Figure 1. Placement view.
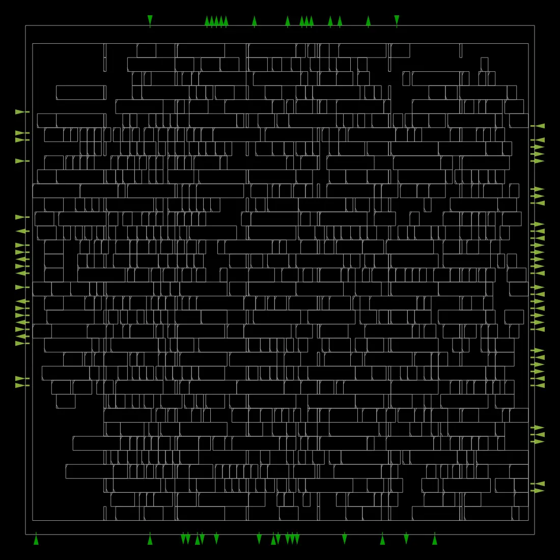
Figure 2. Met3 routing.
Bar = 20 µm.
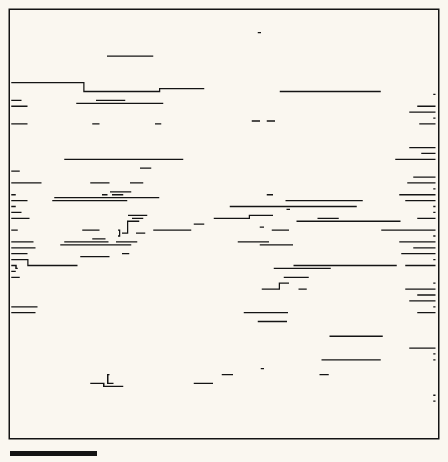
<file path="config.mk">
export PLATFORM = sky130hd
export DESIGN_NAME = ifetch_unit_flat
export DESIGN_NICKNAME = d
export VERILOG_FILES = /design/src/rtl/ifetch_unit_if.sv /design/src/rtl/ifetch_unit.sv /design/src/flat_wrapper.sv
export SDC_FILE = /design/constraint.sdc
export NUM_CORES = 1
export LEC_CHECK = 0
export ABC_AREA = 1
export CAP_MARGIN = 30
export CORE_UTILIZATION = 53
export DETAILED_ROUTE_END_ITERATION = 16
export GPL_ROUTABILITY_DRIVEN = 0
export GPL_TIMING_DRIVEN = 0
export PLACE_DENSITY = 0.8
export SYNTH_ARGS = -nofsm -noshare
export SYNTH_HDL_FRONTEND = slang
export SYNTH_SLANG_ARGS = --single-unit
</file>
<file path="constraint.sdc">
create_clock -name clk -period 1.95 [get_ports clk]
set_clock_uncertainty 0.2 [all_clocks]
set_input_delay 0.2925 -clock clk [delete_from_list [all_inputs] [get_ports clk]]
set_output_delay 0.2925 -clock clk [all_outputs]
set_load 0.01 [all_outputs]
</file>
<file path="src/rtl/ifetch_unit_if.sv">
// Fetch-unit bus bundle: memory read port, instruction handshake and redirect.
// The master modport is the fetch unit; the slave modport is memory plus consumer.
interface ifetch_unit_if;
    logic        mem_read;
    logic [15:0] mem_address;
    logic [15:0] mem_rdata;
    logic        mem_resp;
    logic        instr_valid;
    logic        instr_ready;
    logic [15:0] instr;
    logic [15:0] instr_pc;
    logic        redirect;
    logic [15:0] redirect_pc;

    modport master (
        output mem_read,
        output mem_address,
        input  mem_rdata,
        input  mem_resp,
        output instr_valid,
        input  instr_ready,
        output instr,
        output instr_pc,
        input  redirect,
        input  redirect_pc
    );

    modport slave (
        input  mem_read,
        input  mem_address,
        output mem_rdata,
        output mem_resp,
        input  instr_valid,
        output instr_ready,
        input  instr,
        input  instr_pc,
        output redirect,
        output redirect_pc
    );
endinterface

</file>
<file path="src/rtl/ifetch_unit.sv">
// LC-3b instruction fetch front end: PC sequencing, single outstanding read,
// and a small FIFO of {pc, word} entries that is flushed on redirect.
module ifetch_unit #(
    parameter int          DEPTH    = 2,
    parameter logic [15:0] RESET_PC = 16'h0000
) (
    input  logic          clk,
    input  logic          rst_n,
    ifetch_unit_if.master bus
);
    localparam int PTR_W = (DEPTH > 1) ? $clog2(DEPTH) : 1;
    localparam int CNT_W = PTR_W + 1;
    localparam logic [CNT_W-1:0] DEPTH_C = CNT_W'(DEPTH);

    typedef enum logic [1:0] {
        IDLE = 2'd0,
        REQ  = 2'd1,
        DROP = 2'd2
    } state_t;

    state_t      state_q, state_d;
    logic [15:0] fetch_pc_q, fetch_pc_d;
    logic [15:0] mem_address_q, mem_address_d;
    logic        mem_read_q, mem_read_d;

    logic [15:0] fifo_word_q [DEPTH];
    logic [15:0] fifo_pc_q   [DEPTH];
    logic [PTR_W-1:0] wr_ptr_q, wr_ptr_d;
    logic [PTR_W-1:0] rd_ptr_q, rd_ptr_d;
    logic [CNT_W-1:0] count_q, count_d;

    logic        resp_ok;
    logic        push;
    logic        pop;
    logic        fifo_valid;
    logic [15:0] redirect_target;

    assign redirect_target = bus.redirect_pc & 16'hFFFE;
    // A response only counts while a request is actually being driven.
    assign resp_ok         = bus.mem_resp & mem_read_q;
    assign fifo_valid      = (count_q != '0);
    assign pop             = fifo_valid & bus.instr_ready;

    assign bus.mem_read    = mem_read_q;
    assign bus.mem_address = mem_address_q;
    assign bus.instr_valid = fifo_valid;
    assign bus.instr       = fifo_valid ? fifo_word_q[rd_ptr_q] : 16'h0000;
    assign bus.instr_pc    = fifo_valid ? fifo_pc_q[rd_ptr_q]   : 16'h0000;

    always_comb begin
        state_d       = state_q;
        fetch_pc_d    = fetch_pc_q;
        mem_address_d = mem_address_q;
        mem_read_d    = mem_read_q;
        push          = 1'b0;

        case (state_q)
            IDLE: begin
                if (bus.redirect) begin
                    fetch_pc_d = redirect_target;
                end else if (count_q < DEPTH_C) begin
                    state_d       = REQ;
                    mem_read_d    = 1'b1;
                    mem_address_d = fetch_pc_q;
                end
            end
            REQ: begin
                if (bus.redirect) begin
                    fetch_pc_d = redirect_target;
                    if (resp_ok) begin
                        state_d    = IDLE;
                        mem_read_d = 1'b0;
                    end else begin
                        state_d = DROP;
                    end
                end else if (resp_ok) begin
                    push       = 1'b1;
                    fetch_pc_d = fetch_pc_q + 16'd2;
                    state_d    = IDLE;
                    mem_read_d = 1'b0;
                end
            end
            DROP: begin
                // The stale request must stay up until memory answers it.
                if (bus.redirect) begin
                    fetch_pc_d = redirect_target;
                end
                if (resp_ok) begin
                    state_d    = IDLE;
                    mem_read_d = 1'b0;
                end
            end
            default: begin
                state_d    = IDLE;
                mem_read_d = 1'b0;
            end
        endcase
    end

    always_comb begin
        wr_ptr_d = wr_ptr_q;
        rd_ptr_d = rd_ptr_q;
        count_d  = count_q;
        if (bus.redirect) begin
            wr_ptr_d = '0;
            rd_ptr_d = '0;
            count_d  = '0;
        end else begin
            if (push) begin
                wr_ptr_d = wr_ptr_q + PTR_W'(1);
            end
            if (pop) begin
                rd_ptr_d = rd_ptr_q + PTR_W'(1);
            end
            case ({push, pop})
                2'b10:   count_d = count_q + CNT_W'(1);
                2'b01:   count_d = count_q - CNT_W'(1);
                default: count_d = count_q;
            endcase
        end
    end

    always_ff @(posedge clk or negedge rst_n) begin
        if (!rst_n) begin
            state_q       <= IDLE;
            fetch_pc_q    <= RESET_PC;
            mem_address_q <= RESET_PC;
            mem_read_q    <= 1'b0;
            wr_ptr_q      <= '0;
            rd_ptr_q      <= '0;
            count_q       <= '0;
            for (int i = 0; i < DEPTH; i++) begin
                fifo_word_q[i] <= 16'h0000;
                fifo_pc_q[i]   <= 16'h0000;
            end
        end else begin
            state_q       <= state_d;
            fetch_pc_q    <= fetch_pc_d;
            mem_address_q <= mem_address_d;
            mem_read_q    <= mem_read_d;
            wr_ptr_q      <= wr_ptr_d;
            rd_ptr_q      <= rd_ptr_d;
            count_q       <= count_d;
            if (push && !bus.redirect) begin
                fifo_word_q[wr_ptr_q] <= bus.mem_rdata;
                fifo_pc_q[wr_ptr_q]   <= fetch_pc_q;
            end
        end
    end
endmodule
</file>
<file path="src/flat_wrapper.sv">
// flat-port wrapper written by rule: the top's interface ports become plain ports
module ifetch_unit_flat 
#(
    parameter int          DEPTH    = 2,
    parameter logic [15:0] RESET_PC = 16'h0000
)
  (clk, rst_n, bus_mem_read, bus_mem_address, bus_mem_rdata, bus_mem_resp, bus_instr_valid, bus_instr_ready, bus_instr, bus_instr_pc, bus_redirect, bus_redirect_pc);
  ifetch_unit_if bus_i ();
  input  logic clk;
  input  logic rst_n;
  output wire logic [$bits(bus_i.mem_read)-1:0] bus_mem_read;
  output wire logic [$bits(bus_i.mem_address)-1:0] bus_mem_address;
  input wire logic [$bits(bus_i.mem_rdata)-1:0] bus_mem_rdata;
  input wire logic [$bits(bus_i.mem_resp)-1:0] bus_mem_resp;
  output wire logic [$bits(bus_i.instr_valid)-1:0] bus_instr_valid;
  input wire logic [$bits(bus_i.instr_ready)-1:0] bus_instr_ready;
  output wire logic [$bits(bus_i.instr)-1:0] bus_instr;
  output wire logic [$bits(bus_i.instr_pc)-1:0] bus_instr_pc;
  input wire logic [$bits(bus_i.redirect)-1:0] bus_redirect;
  input wire logic [$bits(bus_i.redirect_pc)-1:0] bus_redirect_pc;
  assign bus_mem_read = bus_i.mem_read;
  assign bus_mem_address = bus_i.mem_address;
  assign bus_i.mem_rdata = bus_mem_rdata;
  assign bus_i.mem_resp = bus_mem_resp;
  assign bus_instr_valid = bus_i.instr_valid;
  assign bus_i.instr_ready = bus_instr_ready;
  assign bus_instr = bus_i.instr;
  assign bus_instr_pc = bus_i.instr_pc;
  assign bus_i.redirect = bus_redirect;
  assign bus_i.redirect_pc = bus_redirect_pc;
  ifetch_unit #(.DEPTH(DEPTH), .RESET_PC(RESET_PC)) u_core (.clk(clk), .rst_n(rst_n), .bus(bus_i));
endmodule
</file>
==> metrics.yaml <==
power_leader: "combinational cells"
dr_wl_met2_um: 6311
tool_warnings: 32
clkSinkCount: 99
antenna_found_initial: 0
postCtsHoldBufs: 1
die-width_um: 98.70
num_vias: 4482
cp-start-kind: "flip-flop"
remaining_drc_errors: 0
wl_met1_um: 5592
core_um2: 8891
vias_per_cell: 5.407
drtIter0Drc: 253
p_int_mw: 5.388
ir_drop_v: 0.0007978
status: "completed"
crit_path_max_fanout: 10
syn2layout_area_growth_pct: 27.01
drive_above_1_share: 0.2552
clock_latency_ns: 0.35
htreeDepth: 3
grt_pass1_vias: 4444
final_nets: 759
grt.busiest_layer: "met2"
critPathBufInv: 3
simple_gate_share: 0.2467
edf_count: 0
rr_worst_depth: 10
die-area_um2: 9742
first_pass_iters: 5
top_area_cell: "dfrtp_1"
io_buffers: 83
xor_area_frac: 0.005302
fin_crit_sh: 0.9882
ant_nets: 0
critical_path_class: "flip-flop to output pin"
grt_use_met3: 0.03333
wl_met3_um: 693
pg_clk_mw: 1.20
critPathSlowestCell: "dfrtp_2"
cp.arrival_ns: 1.43
-- Figure 1 (at the start) --
Final Non-Filler Cells: 829
FILL cells: 698
# rows: 34

-- Figure 2 (at the start) --
The longest straight run is 29.0 µm. The wires run mostly horizontal. 96 nets have wire on it. The layer carries 693 µm of wire. The layer holds 5.4% of the routed length.

[sequential cells by signal (all words and copies together), names as in the netlist]
signal,cells
u_core.state_q,2
u_core.fifo_pc_q,30
u_core.count_q,2
u_core.fetch_pc_q,15
u_core.bus.mem_address,15
u_core.fifo_word_q,32
u_core.wr_ptr_q,1
u_core.bus.mem_read,1
u_core.rd_ptr_q,1
[stage by stage]
stage,hold WS [ns],worst slack (ns),instances,utilization
after global placement,0.2640,-3.236,803,0.6665
final,0.2130,0.02300,829,0.7080
after detailed placement,0.06394,-0.4418,804,0.6693
after floorplan,-0.2031,0.2074,612,-
after CTS,0.2219,-0.1007,825,0.6953
after global routing,0.2396,-0.02922,829,0.7080
[cell type report]
class,instances,area (µm²)
inverters,48,187.7
fillers,698,2596
multi-input cells,434,2230
repair buffers,97,840.8
clock inverters,4,27.53
flip-flops and latches,99,2480
plain buffers,28,252.7
well taps,108,135.1
clock buffers,11,141.4
[final timing paths]
kind | startpoint | slack, ns | end
max in group asynchronous | rst_n | 0.63 | u_core.count_q[1]
worst min register to register | u_core.bus.mem_address[15] | 0.29 | u_core.bus.mem_address[15]
min in group clk | u_core.bus.mem_address[15] | 0.29 | u_core.bus.mem_address[15]
worst max-delay path | u_core.rd_ptr_q | 0.02 | bus_instr_pc[1]
worst max register to register | u_core.state_q[0] | 0.06 | u_core.fetch_pc_q[3]
worst min-delay path | rst_n | 0.21 | u_core.fifo_word_q[9]
[cell usage in the layout, fill, tap and decap left out, types with 18 or more instances in the layout]
master	netlist	routed
a21oi_1	39	20
a21oi_2	0	18
buf_2	7	33
clkdlybuf4s50_1	0	50
dfrtp_1	99	97
inv_1	45	42
nand2_1	193	187
nand2_2	26	31
nand3_1	19	19
nor2_1	43	41
o21ai_0	59	59
o21ai_2	31	31
